[src/rtl/bist_ctrl.sv]
// BIST sequencer: seeds and runs an external pattern generator, compacts the
// circuit-under-test responses in a MISR and compares the result against a golden signature.
module bist_ctrl #(
  parameter int unsigned         NUM_BITS  = 8,
  parameter int unsigned         CNT_W     = 16,
  parameter logic [NUM_BITS-1:0] MISR_POLY = 8'h1D
) (
  input  logic                clk,
  input  logic                n_rst,
  input  logic                start,
  input  logic                abort,
  input  logic [CNT_W-1:0]    num_patterns,
  input  logic [NUM_BITS-1:0] golden_sig,
  input  logic [NUM_BITS-1:0] cut_resp,
  output logic                lfsr_rst_n,
  output logic                lfsr_stop,
  output logic                pattern_valid,
  output logic                busy,
  output logic                done,
  output logic                pass,
  output logic                cfg_err,
  output logic [NUM_BITS-1:0] signature
);

  typedef enum logic [2:0] {
    IDLE    = 3'd0,
    SEED    = 3'd1,
    RUN     = 3'd2,
    COMPARE = 3'd3,
    DONE    = 3'd4
  } state_t;

  state_t              state_q, state_d;
  logic [CNT_W-1:0]    cnt_q, cnt_d;
  logic [NUM_BITS-1:0] golden_q, golden_d;
  logic [NUM_BITS-1:0] misr_q, misr_d;
  logic [NUM_BITS-1:0] sig_q, sig_d;
  logic                pass_q, pass_d;
  logic                cfg_err_q, cfg_err_d;
  logic                lfsr_rst_n_q, lfsr_rst_n_d;
  logic                lfsr_stop_q, lfsr_stop_d;
  logic                pv_q, pv_d;
  logic                busy_q, busy_d;
  logic                done_q, done_d;

  function automatic logic [NUM_BITS-1:0] misr_step(input logic [NUM_BITS-1:0] cur,
                                                    input logic [NUM_BITS-1:0] resp);
    misr_step = {cur[NUM_BITS-2:0], 1'b0} ^ ({NUM_BITS{cur[NUM_BITS-1]}} & MISR_POLY) ^ resp;
  endfunction

  // Next-state, datapath and output decode
  always_comb begin
    state_d   = state_q;
    cnt_d     = cnt_q;
    golden_d  = golden_q;
    misr_d    = misr_q;
    sig_d     = sig_q;
    pass_d    = pass_q;
    cfg_err_d = cfg_err_q;

    case (state_q)
      IDLE, DONE: begin
        if (start) begin
          if (num_patterns != '0) begin
            state_d   = SEED;
            cnt_d     = num_patterns;
            golden_d  = golden_sig;
            misr_d    = '0;
            pass_d    = 1'b0;
            cfg_err_d = 1'b0;
          end else begin
            state_d   = DONE;
            pass_d    = 1'b0;
            cfg_err_d = 1'b1;
          end
        end else begin
          state_d = state_q;
        end
      end
      SEED: state_d = RUN;
      RUN: begin
        misr_d = misr_step(misr_q, cut_resp);
        cnt_d  = cnt_q - CNT_W'(1);
        if (cnt_q == CNT_W'(1)) begin
          state_d = COMPARE;
        end else begin
          state_d = RUN;
        end
      end
      COMPARE: begin
        sig_d   = misr_q;
        pass_d  = (misr_q == golden_q);
        state_d = DONE;
      end
      default: state_d = IDLE;
    endcase

    // Abort wins over everything, including a same-cycle start; results are kept
    if (abort) begin
      state_d   = IDLE;
      cnt_d     = '0;
      golden_d  = golden_q;
      misr_d    = misr_q;
      sig_d     = sig_q;
      pass_d    = 1'b0;
      cfg_err_d = cfg_err_q;
    end else begin
      state_d = state_d;
    end

    lfsr_rst_n_d = (state_d != SEED);
    lfsr_stop_d  = !((state_d == SEED) || (state_d == RUN));
    pv_d         = (state_d == RUN);
    busy_d       = (state_d == SEED) || (state_d == RUN) || (state_d == COMPARE);
    done_d       = (state_d == DONE);
  end

  // State and output registers
  always_ff @(posedge clk or negedge n_rst) begin
    if (!n_rst) begin
      state_q      <= IDLE;
      cnt_q        <= '0;
      golden_q     <= '0;
      misr_q       <= '0;
      sig_q        <= '0;
      pass_q       <= 1'b0;
      cfg_err_q    <= 1'b0;
      lfsr_rst_n_q <= 1'b1;
      lfsr_stop_q  <= 1'b1;
      pv_q         <= 1'b0;
      busy_q       <= 1'b0;
      done_q       <= 1'b0;
    end else begin
      state_q      <= state_d;
      cnt_q        <= cnt_d;
      golden_q     <= golden_d;
      misr_q       <= misr_d;
      sig_q        <= sig_d;
      pass_q       <= pass_d;
      cfg_err_q    <= cfg_err_d;
      lfsr_rst_n_q <= lfsr_rst_n_d;
      lfsr_stop_q  <= lfsr_stop_d;
      pv_q         <= pv_d;
      busy_q       <= busy_d;
      done_q       <= done_d;
    end
  end

  assign lfsr_rst_n    = lfsr_rst_n_q;
  assign lfsr_stop     = lfsr_stop_q;
  assign pattern_valid = pv_q;
  assign busy          = busy_q;
  assign done          = done_q;
  assign pass          = pass_q;
  assign cfg_err       = cfg_err_q;
  assign signature     = sig_q;

endmodule

[config.mk]
export PLATFORM = sky130hd
export DESIGN_NAME = bist_ctrl
export DESIGN_NICKNAME = d
export VERILOG_FILES = /design/src/rtl/bist_ctrl.sv
export SDC_FILE = /design/constraint.sdc
export NUM_CORES = 1
export LEC_CHECK = 0
export CAP_MARGIN = 30
export CORE_UTILIZATION = 58
export CTS_BUF_LIST = sky130_fd_sc_hd__clkbuf_8
export DETAILED_ROUTE_END_ITERATION = 16
export PLACE_DENSITY = 0.87
export REMOVE_ABC_BUFFERS = 1
export SYNTH_ARGS = -nofsm -noshare
export SYNTH_HDL_FRONTEND = slang
export SYNTH_SLANG_ARGS = --single-unit
[constraint.sdc]
create_clock -name clk -period 3.5 [get_ports clk]
set_input_delay 0.7 -clock clk [delete_from_list [all_inputs] [get_ports clk]]
set_output_delay 0.7 -clock clk [all_outputs]
set_load 0.03 [all_outputs]
Run 1, metal 1:
Supply wires on this layer in grey.
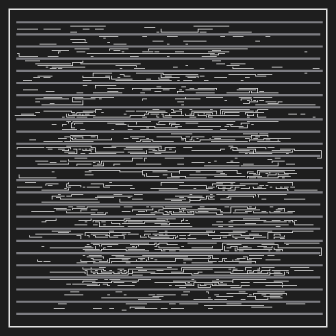
main direction	horizontal
share of all routed wire	41%

Run 1, metal 3:
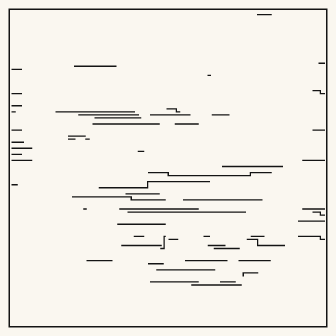
main direction	horizontal
share of all routed wire	6.4%
longest straight run	26.2 µm
nets with wire on the layer	49
Final Routed Wirelength: 6.66 mm
met3 GRT Util: 3.56%

Run 1, clock wiring as the flow saved it:
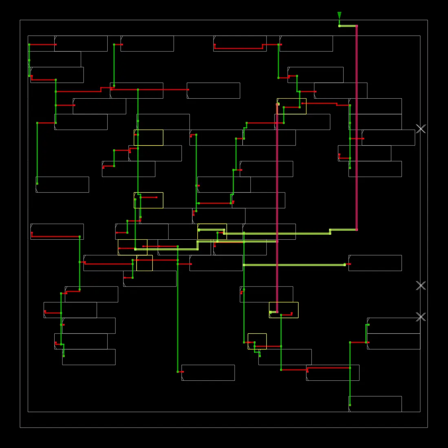
clock buffer count in the final layout: 6
Late-Pin Clk Latency: 0.30 ns
layout sequential cell count: 50

==> run 1: cells by family after synthesis <==
group,count (synthesis),synth area share (%)
xor gates and xnor gates,20,6.39
AOI/OAI and AO/OA,72,19.1
buffers and inverters,27,3.84
adders and majority gates,2,0.913
muxes,19,7.67
and+or+nand+nor,75,16.3
DFF,50,45.8
==> run 1: state kept, by name, summed over array words and instances (netlist names) <==
| signal | cells |
|---|---|
| busy | 1 |
| cfg_err | 1 |
| cnt_q | 16 |
| done | 1 |
| golden_q | 8 |
| lfsr_rst_n | 1 |
| lfsr_stop | 1 |
| misr_q | 8 |
| pass | 1 |
| pattern_valid | 1 |
| signature | 8 |
| state_q | 3 |
==> run 1: final cells by class <==
cell class	count	area [µm²]
clock buffers	6	82.6
fillers	298	1030
inverters	5	18.8
clock inverters	2	16.3
flip-flops and latches	50	1250
multi-input cells	188	1390
well taps	52	65.1
repair buffers	62	586
==> run 1: critical path: cells and delay by family <==
family        cells  cell delay, ns
simple gates      3            1.24
buf+inv           1            0.42
mux               1            0.40
==> run 1: synth_stat cells, drive strengths merged (4+ instances only) <==
master,count
o221ai,8
a22oi,12
or4,5
inv,5
o21ai,4
nor3b,4
buf,4
or3,5
mux2,16
a31oi,7
clkbuf,18
nor3,4
o211ai,14
dfrtp,48
nor4,7
a21oi,9
nand2,15
xor2,5
xnor2,15
nor2,9
nand3,5
nand4,4
==> run 1: where the power goes <==
group | switching, mW | internal, mW | total [mW]
logic | 0.345 | 0.361 | 0.705
registers | 0.162 | 0.709 | 0.871
clock network | 0.199 | 0.163 | 0.362
total | 0.705 | 1.23 | 1.94
==> run 1: metal layers <==
layer	vias up	share of wire, %	track usage, %
met1	1157	41	39.6
met4	0	1.6	10.7
li1	1100	-	-
met5	-	0	0
met2	104	51	46.6
met3	9	6.4	3.56
==> run notes, run 1 <==
The full implementation flow was run.

The arrival time at the worst endpoint stands at 2.76 ns. Max-slew check failures listed in the final report amount to 0. The H-tree generated during clock tree synthesis spans 2 levels. TritonCTS built the clock tree.

CTS reports a maximum clock tree buffer depth of 2. The number of setup buffers added after CTS stands at 0. For reference, the critical path is launched at num_patterns[10]. The tree is rooted in a sky130_fd_sc_hd__clkbuf_8. The flow reports an fmax of 0.390 GHz. In this design, the stage delay of the slowest critical-path cell is 0.54 ns. The remaining design rule violation count stands at 6. The signal on the critical path passes through clkdlybuf4s50_1 > nor4_1 > and4_1 > or3_1 > mux2_2. Excluding fillers, the count of instances in the completed layout stands at 365.

The synth_stat.txt file lists the number of cells as 265. The chip occupies 5000 µm². The final critical path time including I/O delays and setup stands at 2.56 ns. Leaving out fill and tap cells, the most frequent cell in the layout is sky130_fd_sc_hd__clkdlybuf4s50_1. Looking at the reg2reg group, the worst path ends at cnt_q[12]. Looking at the critical path, the single cell with the biggest stage delay is sky130_fd_sc_hd__nor4_1. The hold slack stands at 0.396 ns. The chip area estimate from yosys synthesis stands at 2740 µm².

The run finished, with violations left. The clock tree has to reach 50 sinks. The transition time recorded at the tightest slew-check pin is 0.613 ns. At the worst endpoint, the required time is 3.70 ns. The number of buffers added by the clock tree synthesis step stands at 5. The detailed placement HPWL stands at 4.58 mm. Dividing the final minimum period by the clock period gives 73.2%.

RePlAce ended its routability-driven mode at a weighted congestion of 0.922. For this design, the CTS-stage hold fixing added 0 buffers. The script computed a power per unit cell area of 569 nW/µm².

For this run, asynchronously set or reset flops after synthesis account for 100%. In this run, the number of DRC markers left after iteration 0 of detailed routing was 226. The area of the core stands at 4440 µm². The count of buffers added on input and output ports is 50. With fillers left out, the area of the finished cells amounts to 3410 µm².

The total power stands at 1.94 mW. Per the detail_route report, routed wire per instance is 18.2 µm. For this design the top-level I/O count stands at 51.

Setup repair after global routing left no endpoint under its margin. The detailed placer reported the number of placed instances as 357. The area growth from synthesis to layout stands at 24.4%. The sequential element share of the synthesized area stands at 45.8%. For reference, the post-synthesis area per instance comes to 10.3 µm².

The netlist uses 45 different library cells. The worst clock skew stands at 0.00592 ns. For this configuration, the core starts out at a cell density of 61.7%. Setup slack closes at 0.939 ns. The number of warnings reported in the stage logs is 26.

Of the cells placed in the final design, the portion with a size suffix greater than 1 is 14.1%. Following the worst setup path forward leads to its endpoint at golden_q[4]. The first detailed-routing pass ran for 10 iterations. Yosys attributes the largest share of cell area to sky130_fd_sc_hd__dfrtp_1 (44%), sky130_fd_sc_hd__mux2_2 (6.6%), sky130_fd_sc_hd__xnor2_1 (4.8%), sky130_fd_sc_hd__o211ai_1 (3.8%), sky130_fd_sc_hd__a22oi_1 (3.3%). The total number of yosys warnings stands at 0. The number of storage elements in the synthesis netlist stands at 50.

The cell type that accounts for the most area after synthesis is sky130_fd_sc_hd__dfrtp_1. The critical path is of the in -> reg type. The area share of the largest cell type after synthesis stands at 43.8%.

Once detail routing completed, the nets flagged for antenna violations numbered 0. The leakage power stands at 1.36 nW. The first global-routing pass estimated 11.1 mm of wire.

Measured along the x axis, the die boundary spans 70.7 µm. The worst setup path is captured at a flop. The final reports fail on design-rule violations. The slack of the worst reg-to-reg path stands at 1.28 ns. The commonest register cell is sky130_fd_sc_hd__dfrtp_1. The total standard cell area after synthesis stands at 2740 µm².
Run 1, routed metal per tile:
The bar under the picture is 20 µm long. The die is cut into 14 by 14 equal tiles; dark purple is low, yellow is high, scaled to the fullest tile. Values are wire area over tile area, all layers added.
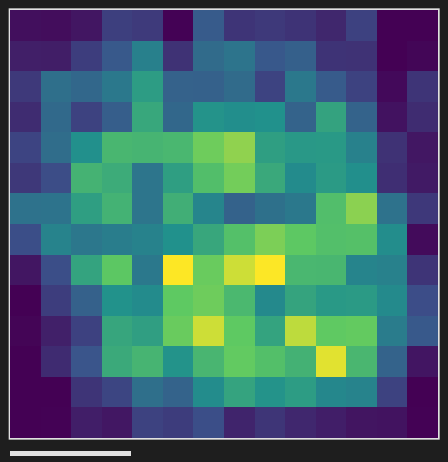

## Run 2: what changed since run 1
CORE_UTILIZATION = 49   (was 58)
PLACE_DENSITY = 0.79   (was 0.87)
clock period = 2.2 ns   (was 3.5 ns; I/O delays follow)
Run 2, routed metal per tile:
The bar under the picture is 20 µm long. The die is cut into 15 by 15 equal tiles; dark purple is low, yellow is high, scaled to the fullest tile. Values are wire area over tile area, all layers added.
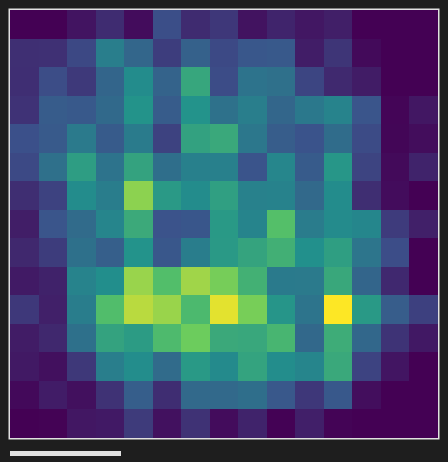
tiles over half the peak	20%
densest ninth of the die	centre
fullest tile	0.58

Run 2, metal 1:
Supply wires on this layer in grey.
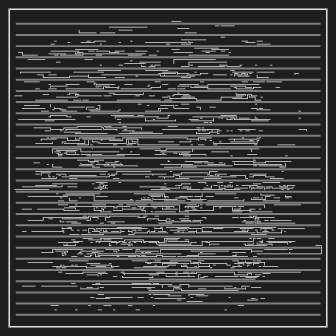
share of all routed wire	43%
nets with wire on the layer	333
main direction	horizontal
longest straight run	25.8 µm
wire length on this layer	2,840 µm

==> run 2 against run 1 <==
  * The run now ends clean
  * Total power rose by 61%
  * Synthesized area did not move
  * Sequential power rose by 58%
  * Critical path depth rose by 1
  * Die area rose by 18%
  * Core utilization fell by 7.5 points
  * Routed wire length fell by 1.5%
  * Final area rose by 6.4%
  * Via count rose by 2.2%
  * Sequential cell count did not move
  * Critical endpoint is now golden_q[3]
  * Largest power group unchanged
==> run notes, run 2 <==
The full implementation flow was run.

Counting instances in the post-synthesis netlist gives the leading cell types as sky130_fd_sc_hd__dfrtp_1 (48), sky130_fd_sc_hd__clkbuf_1 (18), sky130_fd_sc_hd__mux2_2 (16), sky130_fd_sc_hd__nand2_1 (15), sky130_fd_sc_hd__xnor2_1 (15). The global routing report lists combined usage of all routing layers as 24.7%. The total number of yosys warnings was 0 (unchanged). The switching power of the nets came to 1.12 mW (+58%). The met2 capacity usage during global routing stands at 40.0% (-6.6 points). The total cells reported by yosys after synthesis stands at 265 (unchanged). The met3 track demand over resource in global routing stands at 4.52% (+0.96 points).

The chip area estimate from yosys synthesis stands at 2740 µm² (unchanged). The number of inserted filler cells in the final layout stands at 394 (+32%). The largest fanout on the critical path stands at 9. Per the timing report, the most critical flop-to-flop path originates at cnt_q[0]. The detailed-route wire length per cell stands at 16.2 µm (-11%).

The cell count after placement came to 396 (+11%). The critical path is of the in -> reg type. The count of TritonRoute iterations in the first routing pass came to 4 (-6).

Entering global routing, the biggest net connects 40 pins. sky130_fd_sc_hd__dfrtp_1 is the most common cell in the netlist. The clock share of power came to 18.3% (-0.4 points). The worst clock skew stands at 0.00496 ns (-0.000964 ns). Setup repair after global routing left no endpoint under its margin. The registers of the reported paths see a clock transition of 0.09 ns. The number of setup buffers added after CTS stands at 0 (unchanged).

The final net count stands at 371. More flip-flops sit in one register than any other, and that register is cnt_q. The number of warnings in the stage logs stands at 26 (unchanged). The worst path in the final design needs a cycle of 2.02 ns, including I/O delays and setup.

The global routing met1 resource utilization stands at 33.2% (-6.4 points). The number of antenna violations at the first check in global routing stands at 0. The area share of the largest cell type after synthesis stands at 43.8% (unchanged). The total wirelength of the detailed-routed design was 6.56 mm (-1.5%).

The detailed placement HPWL stands at 4.77 mm (+4.0%). The total standard cell area after synthesis is 2740 µm² (unchanged). The detailed-routed wire length on met3 stands at 362 µm (-15%).

The area of the core stands at 5240 µm² (+18%). The routed metal-1 wire length stands at 2.84 mm (+3.6%). The areal power density over the cells came to 861 nW/µm² (+51%).

The final-layout setup total negative slack stands at 0 ns. The final design area excluding fillers is 3630 µm² (+6.4%). Signal routing reaches up to met4. The remaining design rule violation count is 0 (-6). The relative contribution of sequential cells to total power came to 44.1% (-0.8 points). Static timing analysis puts the maximum clock frequency at 0.495 GHz.

The path class of the tightest hold or removal check is in -> async. The leakage power is 1.48 nW (+8.9%). The routed length on met2 stands at 3.29 mm (-2.6%).

The top cell type in the final layout, fill and taps aside, is sky130_fd_sc_hd__clkdlybuf4s50_1. The sequential element share of the synthesized area came to 45.8% (unchanged). The transition time of the tightest slew-check pin stands at 0.426 ns (-0.187 ns). The detailed-route vias per instance stands at 6.00.

The vias after detailed routing stands at 2,422. The setup-violating endpoint count in the final report stands at 0. The number of standard cells in the final layout excluding fillers came to 404 (+11%).

The final critical path takes up 91.8% of the cycle. The die width was 76.8 µm (+8.5%). The deepest level of the CTS H-tree was 2 (unchanged). The starting utilization of the core area came to 52.3% (-9.3 points). Among all flip-flop cells after synthesis, the most frequent one is sky130_fd_sc_hd__dfrtp_1. STA classifies the critical path startpoint as an input pin.

The arrival time at the worst endpoint was 2.22 ns (-0.54 ns). The slack of the worst reg-to-reg path came to 0.18 ns (-1.10 ns). The final antenna diode count stands at 0. The number of distinct library cells after synthesis stands at 45 (unchanged).

Looking at area per cell type in the netlist, the leader is sky130_fd_sc_hd__dfrtp_1. The number of global-route vias before repair stands at 2,383. The switching part of the total is 35.7% (-0.67 points). The internal power summed over all cells stands at 2.01 mW (+63%). STA classifies the critical path endpoint as a flop. TritonCTS built the clock tree. The synthesized netlist cell count stands at 265. The clock latency on the worst-skew pair stands at 0.31 ns (about the same).

The cell area reported after detailed placement stands at 3520 µm². The floorplan step set the die height to 76.8 µm. By area the synthesized netlist is led by sky130_fd_sc_hd__dfrtp_1 (44%), sky130_fd_sc_hd__mux2_2 (6.6%), sky130_fd_sc_hd__xnor2_1 (4.8%), sky130_fd_sc_hd__o211ai_1 (3.8%), sky130_fd_sc_hd__a22oi_1 (3.3%). The library cells used most frequently in the layout, excluding fill and tap cells, are sky130_fd_sc_hd__clkdlybuf4s50_1 (49), sky130_fd_sc_hd__dfrtp_1 (48), sky130_fd_sc_hd__buf_4 (31). The port buffer count came to 50 (unchanged). The number of buffers added by the clock tree synthesis step stands at 5 (unchanged). Relative to the synthesized area, the layout overhead comes to 32.4%. The maximum clock insertion buffer count stands at 2 (unchanged). Global routing finished with a remaining overflow of 0.

The critical path ends at golden_q[3]. The layer flagged by global routing as most heavily used is met2. The cell sitting at the root of the clock tree is a sky130_fd_sc_hd__clkbuf_8. The proportion of layout cells with a drive suffix above 1 is 20.1% (+6.0 points). The area of the die stands at 5900 µm² (+18%). The total power was 3.12 mW (+61%). After floorplanning, the core was divided into 26 placement rows.

The number of pins with negative max-slew slack in the final report was 0 (unchanged). The most critical setup path has its startpoint at num_patterns[10]. The worst-case reg-to-reg path depth stands at 6.

The count of endpoints failing hold in the final timing report stands at 0. The max-slew headroom at the worst pin stands at 71.3%. Per the timing report, the most critical flop-to-flop path finishes at cnt_q[12]. The flip-flop count of the largest register after layout is 16 (unchanged). The number of flops mapped to enable cells by yosys stands at 0. The global-route wire length before repair was 11.5 mm (+3.0%). The flow ran to the end, and the final reports show no timing, DRC or antenna violations.

The area taken by multi-input logic gates was 1400 µm² (+1.2%). The worst IR drop on VDD stands at 526 µV. The count of routing violations after the opening detailed-route iteration was 107 (-53%). The required arrival time at the worst endpoint stands at 2.40 ns (-1.30 ns).

The number of storage elements in the synthesis netlist was 50 (unchanged). The boundary pin count is 51 (unchanged). The proportion of power drawn by combinational gates is 37.5% (+1.1 points). The combined flip-flop and latch cell area stands at 1250 µm² (unchanged). The mean area per synthesized cell stands at 10.3 µm² (unchanged).

The number of routed nets with antenna violations is 0 (unchanged). The CTS sink count stands at 50 (unchanged). The placer's final routability congestion estimate came to 0.889 (-3.6%). The number of violations of the max-capacitance limit stands at 0. The proportion of register bits with asynchronous set or reset after synthesis stands at 100% (unchanged).
-- run 2: per-stage QoR --
stage               hold slack, ns  utilization [%]  setup WS (ns)
detailed placement           0.349             67.1         -0.183
floorplan                    0.144                -        -0.0228
global placement             0.351             67.1         -0.162
global route                0.0195             69.3        0.00200
CTS                         0.0119             68.9          0.138
finish                      0.0139             69.3          0.179
-- run 2: kinds of logic (layout without fill, tap and decap cells) --
| kind of cell | count (synthesis) | in the layout | synth area share [%] |
|---|---|---|---|
| and+or+nand+nor | 75 | 75 | 16.3 |
| AOI/OAI and AO/OA | 72 | 72 | 19.1 |
| DFF | 50 | 50 | 45.8 |
| buffers and inverters | 27 | 96 | 3.84 |
| xor gates and xnor gates | 20 | 20 | 6.39 |
| muxes | 19 | 19 | 7.67 |
| adders and majority gates | 2 | 2 | 0.913 |
-- run 2: critical path: stages --
cell	delay, ns
sky130_fd_sc_hd__clkdlybuf4s50_1	0.42
sky130_fd_sc_hd__nor4_1	0.39
sky130_fd_sc_hd__and4_1	0.32
sky130_fd_sc_hd__or3_1	0.18
sky130_fd_sc_hd__buf_12	0.13
sky130_fd_sc_hd__mux2_2	0.33
-- run 2: layout make-up --
type,count,share of cell area (%)
Sequential cell,50,34.6
Clock inverter,2,0.345
Clock buffer,6,2.28
Inverter,5,0.517
Tap cell,70,2.41
Multi-Input combinational cell,188,38.7
Timing Repair Buffer,83,21.2
-- run 2: what timing repair did --
action,CTS,global route
hold buffers,0,0
setup endpoints to repair,0,2
resized,0,3
-- run 2: power groups by stage --
stage	Combinational (mW)	Clock [mW]	Sequential, mW
floorplan	0.609	0	1.47
global placement	1.13	0	1.39
detailed placement	1.16	0	1.40
CTS	1.17	0.584	1.38
global route	1.28	0.609	1.41
finish	1.17	0.573	1.38
Power and IR drop assume default switching activity.
